## config.mk

```make
export PLATFORM = sky130hd
export DESIGN_NAME = rr_mux_arbiter_flat
export DESIGN_NICKNAME = d
export VERILOG_FILES = /design/src/rtl/rr_mux_arbiter_if.sv /design/src/rtl/rr_mux_arbiter.sv /design/src/flat_wrapper.sv
export SDC_FILE = /design/constraint.sdc
export NUM_CORES = 1
export LEC_CHECK = 0
export CAP_MARGIN = 30
export CORE_MARGIN = 2
export CORE_UTILIZATION = 41
export DETAILED_ROUTE_END_ITERATION = 6
export PLACE_DENSITY = 0.86
export SLEW_MARGIN = 20
export SYNTH_ARGS = -nofsm -noshare
export SYNTH_HDL_FRONTEND = slang
export SYNTH_SLANG_ARGS = --single-unit
```

## constraint.sdc

```tcl
create_clock -name clk -period 3.9 [get_ports clk]
set_input_delay 0.78 -clock clk [delete_from_list [all_inputs] [get_ports clk]]
set_output_delay 0.78 -clock clk [all_outputs]
set_load 0.03 [all_outputs]
```

## src/rtl/rr_mux_arbiter_if.sv

```systemverilog
// Handshake bundle between N upstream channels, the arbiter, and one downstream sink.
// The master side drives requests and out_ready; the slave side is the arbiter itself.
interface rr_mux_arbiter_if #(
   parameter int WIDTH  = 32,
   parameter int NUM_IN = 4,
   parameter int SEL_W  = 2
);
   logic [NUM_IN*WIDTH-1:0] in_data;
   logic [NUM_IN-1:0]       in_valid;
   logic [NUM_IN-1:0]       in_ready;
   logic                    mode;
   logic [SEL_W-1:0]        sel;
   logic [WIDTH-1:0]        out_data;
   logic                    out_valid;
   logic                    out_ready;
   logic [SEL_W-1:0]        out_grant;

   modport master (
      output in_data, in_valid, mode, sel, out_ready,
      input  in_ready, out_data, out_valid, out_grant
   );

   modport slave (
      input  in_data, in_valid, mode, sel, out_ready,
      output in_ready, out_data, out_valid, out_grant
   );
endinterface

```

## src/rtl/rr_mux_arbiter.sv

```systemverilog
// N-to-1 multiplexing arbiter with fixed-select or round-robin choice and a
// one-entry registered output stage that sustains one word per cycle.
module rr_mux_arbiter #(
   parameter int WIDTH  = 32,
   parameter int NUM_IN = 4,
   parameter int SEL_W  = 2
) (
   input  logic              clk,
   input  logic              rst_n,
   rr_mux_arbiter_if.slave   bus
);

   localparam logic [SEL_W:0]   NumInW  = (SEL_W+1)'(NUM_IN);
   localparam logic [SEL_W-1:0] LastIdx = SEL_W'(NUM_IN - 1);

   logic [WIDTH-1:0]  outData_q, outData_d;
   logic [SEL_W-1:0]  outGrant_q, outGrant_d;
   logic              outValid_q, outValid_d;
   logic [SEL_W-1:0]  rrPtr_q, rrPtr_d;

   logic              load;
   logic              hasChoice;
   logic              xfer;
   logic [SEL_W-1:0]  chosen;
   logic [SEL_W:0]    rrResult;
   logic [NUM_IN-1:0] readyVec;
   logic [WIDTH-1:0]  chanData [NUM_IN];

   for (genvar g = 0; g < NUM_IN; g++) begin : gUnpack
      assign chanData[g] = bus.in_data[g*WIDTH +: WIDTH];
   end

   // Scan channels cyclically from ptr; returns {found, index} of the first requester.
   function automatic logic [SEL_W:0] rrPick(input logic [SEL_W-1:0] ptr,
                                             input logic [NUM_IN-1:0] valid);
      logic [SEL_W:0]   sum;
      logic [SEL_W-1:0] cand;
      logic             found;
      logic [SEL_W-1:0] pick;
      found = 1'b0;
      pick  = '0;
      for (int k = 0; k < NUM_IN; k++) begin
         sum = {1'b0, ptr} + (SEL_W+1)'(k);
         if (sum >= NumInW) begin
            sum = sum - NumInW;
         end
         cand = sum[SEL_W-1:0];
         if (!found && valid[cand]) begin
            found = 1'b1;
            pick  = cand;
         end
      end
      return {found, pick};
   endfunction

   assign load     = !outValid_q | bus.out_ready;
   assign rrResult = rrPick(rrPtr_q, bus.in_valid);

   // A channel is only ever chosen if it is requesting, so ready implies a transfer.
   always_comb begin
      hasChoice = 1'b0;
      chosen    = '0;
      if (!bus.mode) begin
         if ({1'b0, bus.sel} < NumInW) begin
            if (bus.in_valid[bus.sel]) begin
               hasChoice = 1'b1;
               chosen    = bus.sel;
            end
         end
      end else begin
         hasChoice = rrResult[SEL_W];
         chosen    = rrResult[SEL_W-1:0];
      end
   end

   assign xfer = hasChoice & load & rst_n;

   always_comb begin
      readyVec = '0;
      if (xfer) begin
         readyVec[chosen] = 1'b1;
      end
   end

   // Empty slot or a draining word means the register reloads (or empties) this edge.
   always_comb begin
      outData_d  = outData_q;
      outGrant_d = outGrant_q;
      outValid_d = outValid_q;
      rrPtr_d    = rrPtr_q;
      if (load) begin
         outValid_d = xfer;
         if (xfer) begin
            outData_d  = chanData[chosen];
            outGrant_d = chosen;
            if (bus.mode) begin
               rrPtr_d = (chosen == LastIdx) ? '0 : chosen + 1'b1;
            end
         end
      end
   end

   always_ff @(posedge clk or negedge rst_n) begin
      if (!rst_n) begin
         outData_q  <= '0;
         outGrant_q <= '0;
         outValid_q <= 1'b0;
         rrPtr_q    <= '0;
      end else begin
         outData_q  <= outData_d;
         outGrant_q <= outGrant_d;
         outValid_q <= outValid_d;
         rrPtr_q    <= rrPtr_d;
      end
   end

   assign bus.in_ready  = readyVec;
   assign bus.out_data  = outData_q;
   assign bus.out_valid = outValid_q;
   assign bus.out_grant = outGrant_q;

endmodule

```

## src/flat_wrapper.sv

```systemverilog
// flat-port wrapper written by rule: the top's interface ports become plain ports
module rr_mux_arbiter_flat 
#(
   parameter int WIDTH  = 32,
   parameter int NUM_IN = 4,
   parameter int SEL_W  = 2
)
  (clk, rst_n, bus_in_data, bus_in_valid, bus_mode, bus_sel, bus_out_ready, bus_in_ready, bus_out_data, bus_out_valid, bus_out_grant);
  rr_mux_arbiter_if #(.WIDTH(WIDTH), .NUM_IN(NUM_IN), .SEL_W(SEL_W)) bus_i ();
  input  logic clk;
  input  logic rst_n;
  input wire logic [$bits(bus_i.in_data)-1:0] bus_in_data;
  input wire logic [$bits(bus_i.in_valid)-1:0] bus_in_valid;
  input wire logic [$bits(bus_i.mode)-1:0] bus_mode;
  input wire logic [$bits(bus_i.sel)-1:0] bus_sel;
  input wire logic [$bits(bus_i.out_ready)-1:0] bus_out_ready;
  output wire logic [$bits(bus_i.in_ready)-1:0] bus_in_ready;
  output wire logic [$bits(bus_i.out_data)-1:0] bus_out_data;
  output wire logic [$bits(bus_i.out_valid)-1:0] bus_out_valid;
  output wire logic [$bits(bus_i.out_grant)-1:0] bus_out_grant;
  assign bus_i.in_data = bus_in_data;
  assign bus_i.in_valid = bus_in_valid;
  assign bus_i.mode = bus_mode;
  assign bus_i.sel = bus_sel;
  assign bus_i.out_ready = bus_out_ready;
  assign bus_in_ready = bus_i.in_ready;
  assign bus_out_data = bus_i.out_data;
  assign bus_out_valid = bus_i.out_valid;
  assign bus_out_grant = bus_i.out_grant;
  rr_mux_arbiter #(.WIDTH(WIDTH), .NUM_IN(NUM_IN), .SEL_W(SEL_W)) u_core (.clk(clk), .rst_n(rst_n), .bus(bus_i));
endmodule
```

==> run_1/final_clocks.png <==
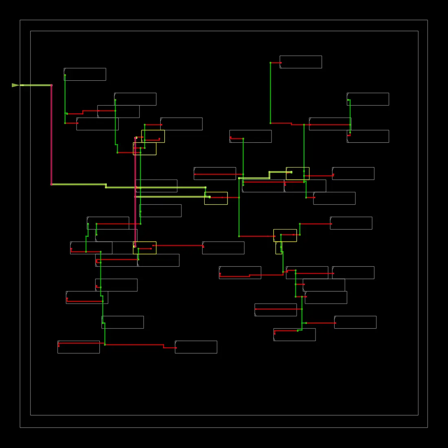
clk_lat worst skew: 0.29 ns
TritonCTS buffer count: 5

==> run_1/port_nets.png <==
(6 px per µm)
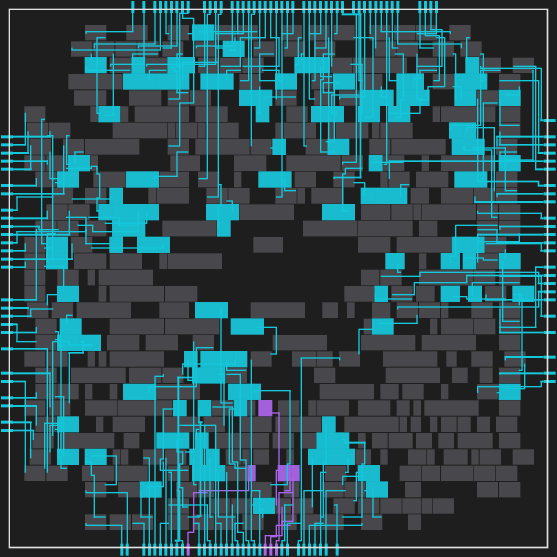
[cyan] `bus_in_data` | direction: input | edge: 46 top, 31 bottom, 27 left, 24 right | end cells: 96 | buffers: 128 | wire: 2900 µm
[purple] `bus_in_ready` | direction: output | edge: bottom | end cells: 4 | buffers: 4 | wire: 78.6 µm
count of input and output buffers: 176
num ports: 177

==> run_1/gate_families.png <==
(4 px per µm)
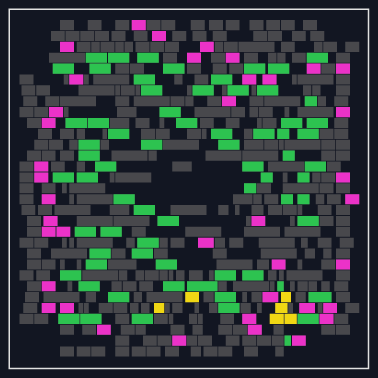
[magenta] multiplexers | cells: 39 | most used: mux2i_1 | where: all over the die
[green] inverting AOI/OAI gates | cells: 69 | most used: a221oi_2 | where: all over the die
[yellow] AND-OR and OR-AND gates | cells: 6 | most used: o21a_1
share of cell area taken by multi-input logic gates: 0.387
Non-Filler Instances: 532
highest-count logic cell in the final layout: sky130_fd_sc_hd__clkdlybuf4s50_1

[run 1: final cells by class]
type	instances	area, µm²
Fill cell	557	2330
Multi-Input combinational cell	201	1870
Sequential cell	37	926
Antenna cell	1	2.50
Timing Repair Buffer	185	1830
Inverter	2	7.51
Clock buffer	7	86.3
Tap cell	99	124
[run 1: power by group]
part / internal [mW] / switching, mW / total [mW] / leakage, nW
logic: 0.651 / 0.754 / 1.40 / 1.49
clock network: 0.140 / 0.135 / 0.275 / 0.0443
registers: 0.521 / 0.0993 / 0.620 / 0.410
[run 1: sequential cells by signal (all words and copies together) (netlist names)]
register / count
u_core.rrPtr_q: 2
u_core.bus.out_data: 32
u_core.bus.out_grant: 2
u_core.bus.out_valid: 1
==> flow_metrics.env, run 1 <==
# yosys + openroad results
export IMPL_ir_drop_worst_vdd_mv=0.315
export IMPL_hold_slack_ns=0.512
export IMPL_share_of_post_route_cells_with_drive_strength_above_1=0.208
export IMPL_first_pass_iters=4
export IMPL_globalRoute_totalOverflow=0
export IMPL_crit_path_start_kind="input pin"
export IMPL_drt_met1_wl_um=4210
export IMPL_place_congestion=0.805
export IMPL_fmax_mhz=289
export IMPL_grt_met1_usage=0.313
export IMPL_h_tree_depth=2
export IMPL_report_final_hold_viol_count=0
export IMPL_ff2ff_setup_slack_ns=1.34
export IMPL_power_leakage_nw=1.95
export IMPL_worst_ep_arrival_time_ns=2.68
export IMPL_worst_path_buf_inv=2
export IMPL_fa_ha_area_frac=0
export IMPL_setup_viol=0
export IMPL_postRouteAntennaNets=0
export IMPL_die_y_um=89.5
export IMPL_lay_top_cells="sky130_fd_sc_hd__clkdlybuf4s50_1 (171), sky130_fd_sc_hd__a221oi_2 (56), sky130_fd_sc_hd__dfrtp_1 (37)"
export IMPL_drt_iter0_markers=137
export IMPL_synth_top_area_share=0.309
export IMPL_simple_gate_area_frac=0.148
export IMPL_worstSetupEndpointType="output port"
export IMPL_top_cells_by_count_synth="sky130_fd_sc_hd__a221oi_2 (56), sky130_fd_sc_hd__dfrtp_1 (37), sky130_fd_sc_hd__mux2i_1 (36), sky130_fd_sc_hd__nor2_1 (36), sky130_fd_sc_hd__and2_1 (32)"
export IMPL_grt_busiest_layer="met2"
export IMPL_hold_path_class="flip-flop to flip-flop"
export IMPL_timing_critical_path_depth=7
export IMPL_routed_wl_met3_um=544
export IMPL_grt_met2_usage=0.405
export IMPL_cell_type_with_the_largest_total_area_after_synthesis="sky130_fd_sc_hd__dfrtp_1"
export IMPL_postSynthRegisterBits=37
export IMPL_final_min_period_over_clock_period=0.888
export IMPL_yosys_cell_count_top_type="sky130_fd_sc_hd__a221oi_2"
export IMPL_timing_critical_path_max_delay_family="buffers and inverters"
export IMPL_wl_per_cell_um=18.7
export IMPL_synthCells=270
export IMPL_placement_rows=31
export IMPL_critical_path_endpoint="bus_in_ready[0]"
export IMPL_timing_hold_worst_start="u_core.bus.out_grant[0]"
export IMPL_highest_metal_layer_with_signal_wires="met4"
export IMPL_final_critical_path_setup_slack_ns=0.437
export IMPL_crit_reg2reg_launch="u_core.rrPtr_q[1]"
export IMPL_status="finished, final reports clean"
export IMPL_detailed_place_area_um2=4740
export IMPL_timing_critical_path_cells="clkdlybuf4s50_1, mux2_2, nand3b_1, o31a_2, nand2_1, nor2_1, buf_4"
export IMPL_post_layout_total_power_mw=2.30
export IMPL_warning_count=27
export IMPL_final_core_util=0.676
export IMPL_grt_antenna_before_repair=1
export IMPL_synth_edff_count=0
export IMPL_finalClockSkew_ns=0.00336
export IMPL_cts_repair_resized=0
export IMPL_syn2layout_area_growth_pct=61.9
export IMPL_grt_start_max_net_pins=39
export IMPL_timing_max_transition_violations_final=0
export IMPL_cts_tree="done"
export IMPL_gr_usage_met3=0.0388
export IMPL_clk_pin_slew_ns=0.07
export IMPL_grt_pass1_vias=2982
--- run 2 (diff from run 1) ---
--- a/config.mk
+++ b/config.mk
@@ -5,11 +5,12 @@
 export SDC_FILE = /design/constraint.sdc
 export NUM_CORES = 1
 export LEC_CHECK = 0
+export ABC_CLOCK_PERIOD_IN_PS = 3200
 export CAP_MARGIN = 30
 export CORE_MARGIN = 2
-export CORE_UTILIZATION = 41
+export CORE_UTILIZATION = 39
 export DETAILED_ROUTE_END_ITERATION = 6
-export PLACE_DENSITY = 0.86
+export PLACE_DENSITY = 0.83
 export SLEW_MARGIN = 20
 export SYNTH_ARGS = -nofsm -noshare
 export SYNTH_HDL_FRONTEND = slang
==> constraint.sdc (replaced) <==
create_clock -name clk -period 3.2 [get_ports clk]
set_input_delay 0.64 -clock clk [delete_from_list [all_inputs] [get_ports clk]]
set_output_delay 0.64 -clock clk [all_outputs]
set_load 0.03 [all_outputs]
==> run_2/gate_families.png <==
(4 px per µm)
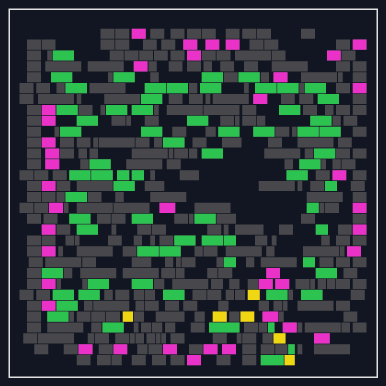
[green] inverting AOI/OAI gates | cells: 69 | most used: a221oi_2
[magenta] multiplexers | cells: 39 | most used: mux2i_1 | where: all over the die
[yellow] AND-OR and OR-AND gates | cells: 6 | most used: o21a_1

==> run 2 against run 1 <==
Setup slack lost 0.29 ns. First-iteration DRC count decreased by 22%. Flip-flop count did not move. Non-clock buffer count increased by 5. Via count shrank 0.65%. Routed wire length decreased by 0.99%. Core utilization fell by 0.95 points. Critical path depth is 1 lower. Final area up 0.72%. Critical endpoint is now bus_in_ready[3]. Hold slack lost 0.060 ns. Area after synthesis unchanged.
==> flow_metrics.env, run 2 <==
# yosys + openroad results
export IMPL_grt_start_max_net_pins=39
export IMPL_status="finished, final reports clean"
export IMPL_routed_wl_met3_um=661
export IMPL_detailed_place_area_um2=4810
export IMPL_share_of_post_route_cells_with_drive_strength_above_1=0.218
export IMPL_hold_path_class="input pin to async pin"
export IMPL_grt_antenna_before_repair=0
export IMPL_timing_critical_path_cells="clkdlybuf4s50_1, o41ai_2, o221ai_2, and3_2, and3_1, buf_4"
export IMPL_die_y_um=91.6
export IMPL_report_final_hold_viol_count=0
export IMPL_grt_met1_usage=0.263
export IMPL_clk_insertion_delay_late_ns=0.28
export IMPL_finalClockSkew_ns=0.00649
export IMPL_postSynthRegisterBits=37
export IMPL_final_core_util=0.666
export IMPL_lay_top_count="sky130_fd_sc_hd__clkdlybuf4s50_1"
export IMPL_fa_ha_area_frac=0
export IMPL_crit_path_start_kind="input pin"
export IMPL_final_critical_path_setup_slack_ns=0.147
export IMPL_worst_ep_arrival_time_ns=2.41
export IMPL_timing_critical_path_max_delay_family="buffers and inverters"
export IMPL_crit_reg2reg_launch="u_core.rrPtr_q[1]"
export IMPL_cell_type_with_the_largest_total_area_after_synthesis="sky130_fd_sc_hd__dfrtp_1"
export IMPL_clk_pin_slew_ns=0.07
export IMPL_post_layout_total_power_mw=2.78
export IMPL_power_leakage_nw=1.97
export IMPL_synth_edff_count=0
export IMPL_postRouteAntennaNets=0
export IMPL_place_congestion=0.801
export IMPL_top_cells_by_count_synth="sky130_fd_sc_hd__a221oi_2 (56), sky130_fd_sc_hd__dfrtp_1 (37), sky130_fd_sc_hd__mux2i_1 (36), sky130_fd_sc_hd__nor2_1 (36), sky130_fd_sc_hd__and2_1 (32)"
export IMPL_gr_usage_met3=0.0592
export IMPL_drt_iter0_markers=107
export IMPL_worstSetupEndpointType="output port"
export IMPL_numCtsBuffers=5
export IMPL_final_fill_count=572
export IMPL_fin_cells=535
export IMPL_yosys_cell_count_top_type="sky130_fd_sc_hd__a221oi_2"
export IMPL_first_pass_iters=4
export IMPL_critical_path_endpoint="bus_in_ready[3]"
export IMPL_grt_busiest_layer="met2"
export IMPL_largest_register_ff_count=32
export IMPL_cts_repair_resized=0
export IMPL_drt_met1_wl_um=3920
export IMPL_worst_path_buf_inv=2
export IMPL_n_antenna_cell=0
export IMPL_fmax_mhz=328
export IMPL_grt_pass1_vias=3157
export IMPL_setup_viol=0
export IMPL_synthCells=270
export IMPL_warning_count=26
export IMPL_syn2layout_area_growth_pct=63.1
export IMPL_port_buffers=176
export IMPL_lay_top_cells="sky130_fd_sc_hd__clkdlybuf4s50_1 (171), sky130_fd_sc_hd__a221oi_2 (56), sky130_fd_sc_hd__dfrtp_1 (37)"
export IMPL_h_tree_depth=2
export IMPL_wl_per_cell_um=18.4
-- run 2: cell counts after synthesis --
No cell type changed its count.
-- run 2: layout make-up --
cell class              count  area, µm²  area share
well taps                  99        124      0.0254
flip-flops and latches     37        926       0.190
multi-input cells         201       1870       0.384
clock inverters             1       5.00     0.00103
repair buffers            190       1880       0.384
inverters                   2       7.51     0.00154
clock buffers               5       68.8      0.0141
-- run 2: cells by family (layout without fill, tap and decap cells) --
logic type | Yosys count | after routing
simple gates | 86 | 86
mux | 39 | 39
buf+inv | 32 | 198
xor+xnor | 1 | 1
flops | 37 | 37
compound gates | 75 | 75
-- run 2: where the power goes --
group,internal (mW),switching [mW]
clock network,0.143,0.160
registers,0.634,0.108
logic,0.812,0.926
total,1.59,1.19
--- run 3 (diff from run 2) ---
--- a/config.mk
+++ b/config.mk
@@ -6,7 +6,8 @@
 export NUM_CORES = 1
 export LEC_CHECK = 0
 export ABC_CLOCK_PERIOD_IN_PS = 3200
-export CAP_MARGIN = 30
+export CAP_MARGIN = 20
+export CORE_ASPECT_RATIO = 0.6
 export CORE_MARGIN = 2
 export CORE_UTILIZATION = 39
 export DETAILED_ROUTE_END_ITERATION = 6
==> run_3/metal_stack.png <==
(4 px per µm)
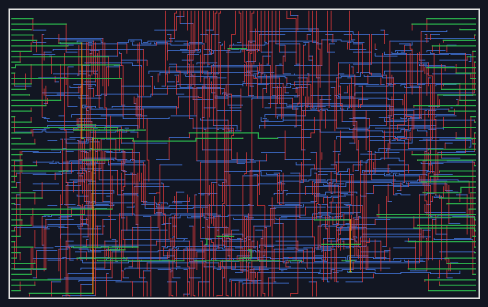
[red] met2 | wire length: 4630 µm
[green] met3 | wire length: 1040 µm
[blue] met1 | wire length: 4300 µm
[orange] met4 | wire length: 75.5 µm

==> run 3 against run 2 <==
Area after synthesis did not move. Combinational power barely moved. First-iteration DRC count rose by 61%. Register-to-register slack got worse by 0.02 ns. Clock skew fell by 0.0024 ns. Final area rose by 1.3%. Flip-flop count did not move. Sequential power barely moved. Clock power rose by 55%. Critical path depth did not move. Sequential share of layout area fell by 0.24 points. Via count fell by 0.38%. Critical path type unchanged. Critical endpoint unchanged.
==> flow_metrics.env, run 3 <==
# yosys + openroad results
export IMPL_status="finished, final reports clean"
export IMPL_ff2ff_setup_slack_ns=0.99
export IMPL_warning_count=26
export IMPL_postRouteAntennaNets=0
export IMPL_cts_repair_resized=0
export IMPL_crit_reg2reg_launch="u_core.rrPtr_q[1]"
export IMPL_layout_area_top_class="multi-input combinational cells"
export IMPL_die_y_um=71.9
export IMPL_fmax_mhz=325
export IMPL_worstSetupEndpointType="output port"
export IMPL_lay_top_cells="sky130_fd_sc_hd__clkdlybuf4s50_1 (171), sky130_fd_sc_hd__a221oi_2 (56), sky130_fd_sc_hd__dfrtp_1 (37)"
export IMPL_final_fill_count=545
export IMPL_top_cells_by_count_synth="sky130_fd_sc_hd__a221oi_2 (56), sky130_fd_sc_hd__dfrtp_1 (37), sky130_fd_sc_hd__mux2i_1 (36), sky130_fd_sc_hd__nor2_1 (36), sky130_fd_sc_hd__and2_1 (32)"
export IMPL_worst_ep_arrival_time_ns=2.43
export IMPL_ff_latch_area_um2=926
export IMPL_well_tap_count=104
export IMPL_report_final_hold_viol_count=0
export IMPL_globalRoute_totalOverflow=0
export IMPL_crit_path_start_kind="input pin"
export IMPL_clockBufferCount=6
export IMPL_drt_met1_wl_um=4300
export IMPL_gr_usage_met3=0.0795
export IMPL_placement_rows=24
export IMPL_port_buffers=176
export IMPL_fin_cells=539
export IMPL_grt_met2_usage=0.410
export IMPL_timing_critical_path_cells="clkdlybuf4s50_1, o41ai_2, o221ai_2, and3_2, and3_1, buf_4"
export IMPL_final_min_period_over_clock_period=0.960
export IMPL_first_pass_iters=4
export IMPL_inverters_excl_clock=2
export IMPL_area_share_combinational=0.379
export IMPL_grt_start_max_net_pins=57
export IMPL_synth_top_area_share=0.309
export IMPL_hold_slack_ns=0.495
export IMPL_share_of_post_route_cells_with_drive_strength_above_1=0.214
export IMPL_yosys_cell_count_top_type="sky130_fd_sc_hd__a221oi_2"
export IMPL_syn2layout_area_growth_pct=65.1
export IMPL_timing_critical_path_depth=6
export IMPL_grt_met1_usage=0.303
export IMPL_detailed_place_area_um2=4800
export IMPL_layout_sequential_cells=37
export IMPL_clk_insertion_delay_late_ns=0.27
export IMPL_place_congestion=0.836
export IMPL_clock_network_share_of_area=0.0281
export IMPL_cell_type_with_the_largest_total_area_after_synthesis="sky130_fd_sc_hd__dfrtp_1"
export IMPL_final_core_util=0.672
export IMPL_num_nonclk_buffers=187
export IMPL_critical_path_endpoint="bus_in_ready[3]"
export IMPL_clk_pin_slew_ns=0.05
export IMPL_synth_edff_count=0
export IMPL_highest_metal_layer_with_signal_wires="met4"
==> run 3: cell counts after synthesis <==
Identical to the previous run, type by type.
==> run 3: logic make-up after synthesis <==
kind of cell,share of synthesized area
xor+xnor,0.00293
mux,0.132
compound gates,0.342
buf+inv,0.0660
simple gates,0.148
flops,0.309
==> run 3: metrics by stage <==
stage / worst slack, ns / power [mW]
2_1_floorplan: 0.314 / 1.82
3_3_place_gp: 0.206 / 2.46
5_1_grt: 0.0550 / 3.12
4_1_cts: 0.115 / 2.98
6_report: 0.127 / 2.96
3_5_place_dp: 0.0979 / 2.49
==> run 3: power by group <==
part	switching, mW	total [mW]	internal [mW]
registers	0.110	0.746	0.636
logic	0.934	1.74	0.808
clock network	0.186	0.472	0.286
Power figures rest on the tool's default switching activity, not on a simulated workload.
